==> config.mk <==
export PLATFORM = sky130hd
export DESIGN_NAME = rc4_init_ksa
export DESIGN_NICKNAME = d
export VERILOG_FILES = /design/src/rtl/rc4_pkg.sv /design/src/rtl/rc4_key_byte_sel.sv /design/src/rtl/rc4_init_ksa.sv
export SDC_FILE = /design/constraint.sdc
export NUM_CORES = 1
export LEC_CHECK = 0
export ABC_AREA = 1
export CAP_MARGIN = 20
export CORE_UTILIZATION = 45
export DETAILED_ROUTE_END_ITERATION = 8
export GPL_TIMING_DRIVEN = 0
export PLACE_DENSITY = 0.68
export SLEW_MARGIN = 40
export SYNTH_ARGS = -nofsm -noshare
export SYNTH_HDL_FRONTEND = slang
export SYNTH_SLANG_ARGS = --single-unit
==> constraint.sdc <==
create_clock -name clk -period 5.5 [get_ports clk]
set_input_delay 1.65 -clock clk [delete_from_list [all_inputs] [get_ports clk]]
set_output_delay 1.65 -clock clk [all_outputs]
set_load 0.01 [all_outputs]
==> src/rtl/rc4_pkg.sv <==
// Shared RC4 definitions: FSM state encoding, memory geometry and byte type.
// Imported by the init/KSA block and the downstream compute stage.
package rc4_pkg;

    localparam int MEM_DEPTH         = 256;
    localparam int KEY_BYTES_DEFAULT = 3;

    typedef logic [7:0] byte_t;

    typedef enum logic [3:0] {
        IDLE        = 4'd0,
        INIT_WR     = 4'd1,
        KSA_RD_SI   = 4'd2,
        KSA_WAIT_SI = 4'd3,
        KSA_CALC_J  = 4'd4,
        KSA_RD_SJ   = 4'd5,
        KSA_WAIT_SJ = 4'd6,
        KSA_WR_SI   = 4'd7,
        KSA_WR_SJ   = 4'd8,
        DONE        = 4'd9
    } state_t;

endpackage

==> src/rtl/rc4_key_byte_sel.sv <==
// Combinational key byte picker: byte 0 is the most significant byte of the key.
// Shared with the compute stage for key sweeps.
module rc4_key_byte_sel
    import rc4_pkg::*;
#(
    parameter int KEY_BYTES = KEY_BYTES_DEFAULT,
    localparam int IDX_W    = (KEY_BYTES > 1) ? $clog2(KEY_BYTES) : 1
) (
    input  logic [8*KEY_BYTES-1:0] key_i,
    input  logic [IDX_W-1:0]       key_idx_i,
    output byte_t                  key_byte_o
);

    always_comb begin
        key_byte_o = '0;
        for (int k = 0; k < KEY_BYTES; k++) begin
            if (key_idx_i == IDX_W'(k)) begin
                key_byte_o = key_i[8*(KEY_BYTES-1-k) +: 8];
            end
        end
    end

endmodule

==> src/rtl/rc4_init_ksa.sv <==
// RC4 working-memory initialisation (S[i]=i) followed by the key-scheduling pass.
// Optional cycle counter output enabled by macro RC4_INIT_KSA_CYCLE_CNT_EN.
module rc4_init_ksa
    import rc4_pkg::*;
#(
    parameter int KEY_BYTES = KEY_BYTES_DEFAULT,
    parameter int READ_WAIT = 1
) (
    input  logic                   clk,
    input  logic                   reset,
    input  logic                   start,
    input  logic [8*KEY_BYTES-1:0] secret_key,
    input  logic [7:0]             q,
    output logic [7:0]             address,
    output logic [7:0]             data,
    output logic                   wren,
    output logic                   busy,
    output logic                   complete
`ifdef RC4_INIT_KSA_CYCLE_CNT_EN
    ,
    output logic [15:0]            cycle_count
`endif
);

    localparam int IDX_W  = (KEY_BYTES > 1) ? $clog2(KEY_BYTES) : 1;
    localparam int WAIT_W = (READ_WAIT > 1) ? $clog2(READ_WAIT) : 1;
    localparam byte_t             LAST_IDX  = byte_t'(MEM_DEPTH - 1);
    localparam logic [IDX_W-1:0]  KEY_LAST  = IDX_W'(KEY_BYTES - 1);
    localparam logic [WAIT_W-1:0] WAIT_LAST = WAIT_W'(READ_WAIT - 1);

    state_t                 state_q, state_d;
    byte_t                  i_q, i_d, j_q, j_d;
    logic [IDX_W-1:0]       kidx_q, kidx_d;
    logic [WAIT_W-1:0]      wait_q, wait_d;
    byte_t                  addr_q, addr_d, data_q, data_d;
    logic                   wren_q, wren_d, busy_q, busy_d, complete_q, complete_d;
    logic [8*KEY_BYTES-1:0] key_q, key_d;
    byte_t                  si_q, si_d;
    byte_t                  key_byte;

    rc4_key_byte_sel #(.KEY_BYTES(KEY_BYTES)) u_key_sel (
        .key_i      (key_q),
        .key_idx_i  (kidx_q),
        .key_byte_o (key_byte)
    );

    always_comb begin
        state_d    = state_q;
        i_d        = i_q;
        j_d        = j_q;
        kidx_d     = kidx_q;
        wait_d     = wait_q;
        addr_d     = addr_q;
        data_d     = data_q;
        wren_d     = 1'b0;
        busy_d     = busy_q;
        complete_d = 1'b0;
        key_d      = key_q;
        si_d       = si_q;
        // Outputs are registered, so each branch loads the values seen in the next state.
        case (state_q)
            IDLE: begin
                if (start) begin
                    key_d   = secret_key;
                    i_d     = '0;
                    j_d     = '0;
                    kidx_d  = '0;
                    addr_d  = '0;
                    data_d  = '0;
                    wren_d  = 1'b1;
                    busy_d  = 1'b1;
                    state_d = INIT_WR;
                end
            end
            INIT_WR: begin
                if (i_q == LAST_IDX) begin
                    i_d     = '0;
                    addr_d  = '0;
                    state_d = KSA_RD_SI;
                end else begin
                    i_d    = i_q + 8'd1;
                    addr_d = i_q + 8'd1;
                    data_d = i_q + 8'd1;
                    wren_d = 1'b1;
                end
            end
            KSA_RD_SI: begin
                wait_d  = '0;
                state_d = KSA_WAIT_SI;
            end
            KSA_WAIT_SI: begin
                if (wait_q == WAIT_LAST) state_d = KSA_CALC_J;
                else                     wait_d  = wait_q + 1'b1;
            end
            KSA_CALC_J: begin
                si_d    = q;
                j_d     = j_q + q + key_byte;
                addr_d  = j_q + q + key_byte;
                state_d = KSA_RD_SJ;
            end
            KSA_RD_SJ: begin
                wait_d  = '0;
                state_d = KSA_WAIT_SJ;
            end
            KSA_WAIT_SJ: begin
                if (wait_q == WAIT_LAST) begin
                    addr_d  = i_q;
                    data_d  = q;
                    wren_d  = 1'b1;
                    state_d = KSA_WR_SI;
                end else begin
                    wait_d = wait_q + 1'b1;
                end
            end
            KSA_WR_SI: begin
                addr_d  = j_q;
                data_d  = si_q;
                wren_d  = 1'b1;
                state_d = KSA_WR_SJ;
            end
            KSA_WR_SJ: begin
                kidx_d = (kidx_q == KEY_LAST) ? '0 : kidx_q + 1'b1;
                if (i_q == LAST_IDX) begin
                    complete_d = 1'b1;
                    state_d    = DONE;
                end else begin
                    i_d     = i_q + 8'd1;
                    addr_d  = i_q + 8'd1;
                    state_d = KSA_RD_SI;
                end
            end
            DONE: begin
                busy_d  = 1'b0;
                state_d = IDLE;
            end
            default: state_d = IDLE;
        endcase
    end

    always_ff @(posedge clk or posedge reset) begin
        if (reset) begin
            state_q    <= IDLE;
            i_q        <= '0;
            j_q        <= '0;
            kidx_q     <= '0;
            wait_q     <= '0;
            addr_q     <= '0;
            data_q     <= '0;
            wren_q     <= 1'b0;
            busy_q     <= 1'b0;
            complete_q <= 1'b0;
        end else begin
            state_q    <= state_d;
            i_q        <= i_d;
            j_q        <= j_d;
            kidx_q     <= kidx_d;
            wait_q     <= wait_d;
            addr_q     <= addr_d;
            data_q     <= data_d;
            wren_q     <= wren_d;
            busy_q     <= busy_d;
            complete_q <= complete_d;
        end
    end

    // Datapath holding registers: always reloaded before use, so no reset.
    always_ff @(posedge clk) begin
        key_q <= key_d;
        si_q  <= si_d;
    end

    assign address  = addr_q;
    assign data     = data_q;
    assign wren     = wren_q;
    assign busy     = busy_q;
    assign complete = complete_q;

`ifdef RC4_INIT_KSA_CYCLE_CNT_EN
    logic [15:0] cnt_q;

    always_ff @(posedge clk or posedge reset) begin
        if (reset)                          cnt_q <= '0;
        else if (state_q == IDLE && start)  cnt_q <= '0;
        else if (busy_q)                    cnt_q <= cnt_q + 16'd1;
    end

    assign cycle_count = cnt_q;
`endif

endmodule

### Cell area per tile

9 x 9 tiles, from white (low) to dark blue (high), 0 to 100% covered.
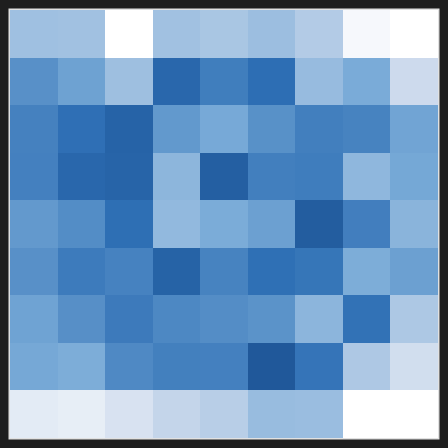
The mean over all tiles is 52%. 11% of the tiles are over 75% full. The fullest tile reaches 84%. 4.9% of the tiles are nearly empty.

### Signal wires on met1

Supply wires on this layer in grey.
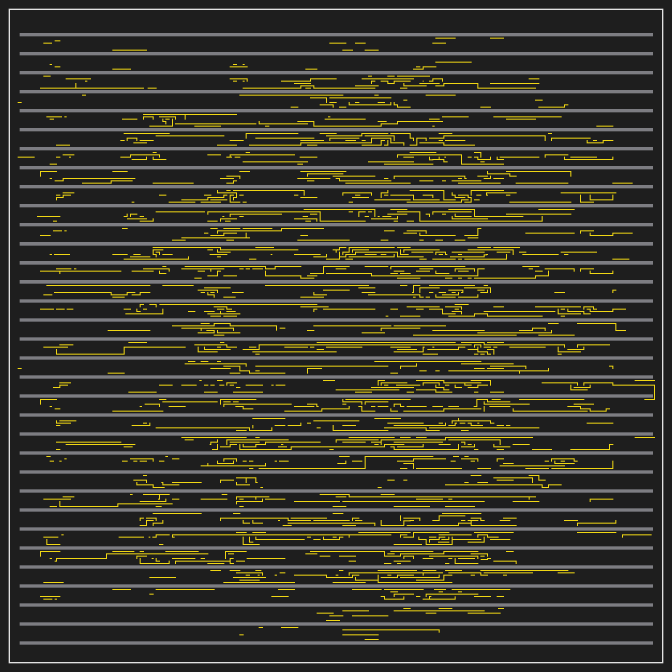
The layer carries 3550 µm of wire. The longest straight run is 31.3 µm.
met1 usage: 26.7%
wirelength, routed: 7790 µm
vias: 2933

==> results_slide.txt <==
Implementation Results

Timing
  – Post-layout period usage of the worst path: ~72%
  – Final setup vio count: 0
  – F_max: 0.253 GHz
  – Final hold vios: 0
  – Worst-Margin Slew: around 0.75 ns
  – Post-Route Skew: ~0.015 ns
  – RSZ-0062 raised after global routing: false
  – Crit path time final: 3.95 ns
  – Setup ws final: approximately 1.6 ns
  – Slew Viols, Final: 0
  – Sum Neg Setup Slack: 0 ns
  – Slew margin rel.: between 50 and 60%

Logic synthesis
  – Mean Syn Cell Area: roughly 9.1 µm²
  – Mux cell area share: 0%
  – Synth top cell by count: nand2_1
  – Synth Area in Adders: about 6.6%
  – Cells after Synth: 412
  – # Cells Yosys: ~410
  – Mapped Area: between 0.003 and 0.004 mm²
  – Top area contributor share: 27.4%
  – Synth cell count leaders: nand2_1, inv_1, dfrtp_1, edfxtp_1, nand3_1
  – Synth logic family: simple AND/OR/NAND/NOR gates
  – Register share after synthesis: a little over half
  – Cell type with the largest total area: dfrtp_1
  – Chip Area, Yosys: about 0.0038 mm²
  – Yosys warnings: 0
  – Synth cell types: 37
  – XOR/XNOR Fraction of Synth Area: less than 1%
  – Post-Synth Simple-Gate Area: a little under a quarter
  – Synth flops: 73
  – Most used DFF post-synth: dfrtp_1
  – Async SR Flop Fraction: between 50% and 60%
  – Aoi share: 9.11%
  – Syn nets: 462
  – Number of enable flip-flop cells: 32
  – Cell area leaders: dfrtp_1, edfxtp_1, nand2_1, inv_1, fa_1

Placed design
  – Port Buf Inserts: 53
  – HPWL after DPL: between 5000 and 6000 µm
  – Worst slack, placed: around 1.2 ns
  – Post-DP Area: 0.00441 mm²
  – GP Congestion: around 0.86

Layout
  – Most common logic cells in the final layout: nand2_1, clkdlybuf4s50_1, inv_1
  – Fin util: between 50% and 60%
  – Ant diodes: 0
  – Top reg by flops: key_q
  – Layout cell share with drive strength beyond 1: a little under a tenth
  – Nets: 526
  – Max reg flops: 24
  – Dominant logic cell type in the layout: nand2_1
  – Area delta synth->final: 23.5%
  – Final instance area: roughly 0.0046 mm²

Power
  – Logic pwr share: ~50%
  – Switching share of power: 42.7%
  – Peak supply drop: around 0.22 mV
  – P_leak: ~0.0021 µW
  – P_sw: between 1000 and 1500 µW
  – Clock Power: ~460 µW
  – Final Power: approximately 2500 µW
  – Clk network pwr share: between 10% and 20%
  – Internal Dissipation: 1460 µW
  – Sequential Power Share: 32.1%
  – Main power group: combinational logic
  – Total combinational power: 1270 µW
  – Seq. pwr: 818 µW
  – PD cells: 550 mW/mm²

GRT
  – Overflow after GRT: 0
  – GRT Overall Usage: approximately a fifth
  – First-pass GRT wire length: between 10000 and 15000 µm
  – Vias in the first global route: 2942
  – Largest net degree at the start of global routing: 42
  – Initial antenna violation count: 0

Clock tree
  – TritonCTS sink count: between 70 and 80
  – CTS tree: done
  – Clk latency late pin: 0.34 ns
  – Maximum level of the CTS H-tree: 3
  – CTS root buf: clkbuf_8
  – Total setup buffers inserted after CTS: 0
  – CTS Hold Bufs: 0
  – CTS Buffer Depth: 2
  – Inserted Clock Buffers: 9
  – Post-CTS resize count: 0
  – Clock slew seen by the registers of the worst setup and hold paths: approximately 0.08 ns

Floorplan
  – Die Height: about 93 µm
  – CORE AREA: around 0.0079 mm²
  – Die width: 93.3 µm
  – Fp util: between 40 and 50%
  – Chip area: 0.00870 mm²
  – Ports: ~54
  – Rows: 32

Status
  – Status: completed

Critical path
  – Worst-path fanout max: 3
  – R2R Path End: address[7]$_DFFE_PP0P_
  – Startpoint Class: input port
  – End of the critical path: address[7]$_DFFE_PP0P_
  – Critical path class: input port to flip-flop
  – Crit path buf inv count: 4
  – WP depth: 14
  – Req. time, crit path: 5.73 ns
  – CP top delay family: adder cells
  – CP arrival: 4.18 ns
  – CP max-delay cell: fa_1
  – Worst r2r path cells: 15
  – CP endpoint kind: flip-flop
  – CP Cell Sequence: clkdlybuf4s50_1, inv_1, fa_1, inv_1, ha_1, fa_1, inv_1, nor3_1, nor2_1, nand3_1, nand3_1, nand2_1, nand2_1, nand2_1
  – CP Launch Point: q[1]
  – Setup slack, reg-to-reg: between 2 and 2.5 ns
  – Worst reg2reg startpoint: kidx_q[0]$_DFFE_PP0P_
  – Largest stage delay on the critical path: 0.54 ns

Worst hold path
  – Worst Hold Depth: 2
  – Hold Crit Endpoint: address[3]$_DFFE_PP0P_
  – HP Start: address[3]$_DFFE_PP0P_
  – Hold Crit Class: flip-flop to flip-flop

Detailed routing
  – Drt pass-1 iters: 4
  – Vias per cell: roughly 5.0
  – Antenna Nets Post-Route: 0
  – DRC violations left: 0
  – Initial DRC Count: ~170
  – Wire per inst: around 13 µm

Flow run
  – OpenROAD warning count: 26
  – Total of max-cap violations: 0
-- stage by stage --
step	hold slack [ns]	std cells
floorplan	0.448	412
global placement	0.455	567
detailed placement	0.458	567
CTS	0.477	583
global route	0.503	583
finish	0.471	583
-- cell type report --
cell class / count / area [µm²]
sequential: 73 / 1990
fill: 697 / 3250
timing repair buffer: 53 / 531
clock buffer: 11 / 163
clock inverter: 5 / 60.1
inverter: 64 / 245
multi-input combinational: 272 / 1510
buffer: 3 / 15.0
tap: 102 / 128
-- routing by layer --
layer / global-route usage (%) / part of all wire, % / up-vias
li1: - / - / 1486
met3: 3.41 / 4.8 / 6
met2: 34.3 / 49 / 77
met1: 26.7 / 46 / 1364
met4: 7.31 / 1.0 / 0
met5: 0 / 0 / -
No activity file was given, so power comes from the tool's default toggle rates.
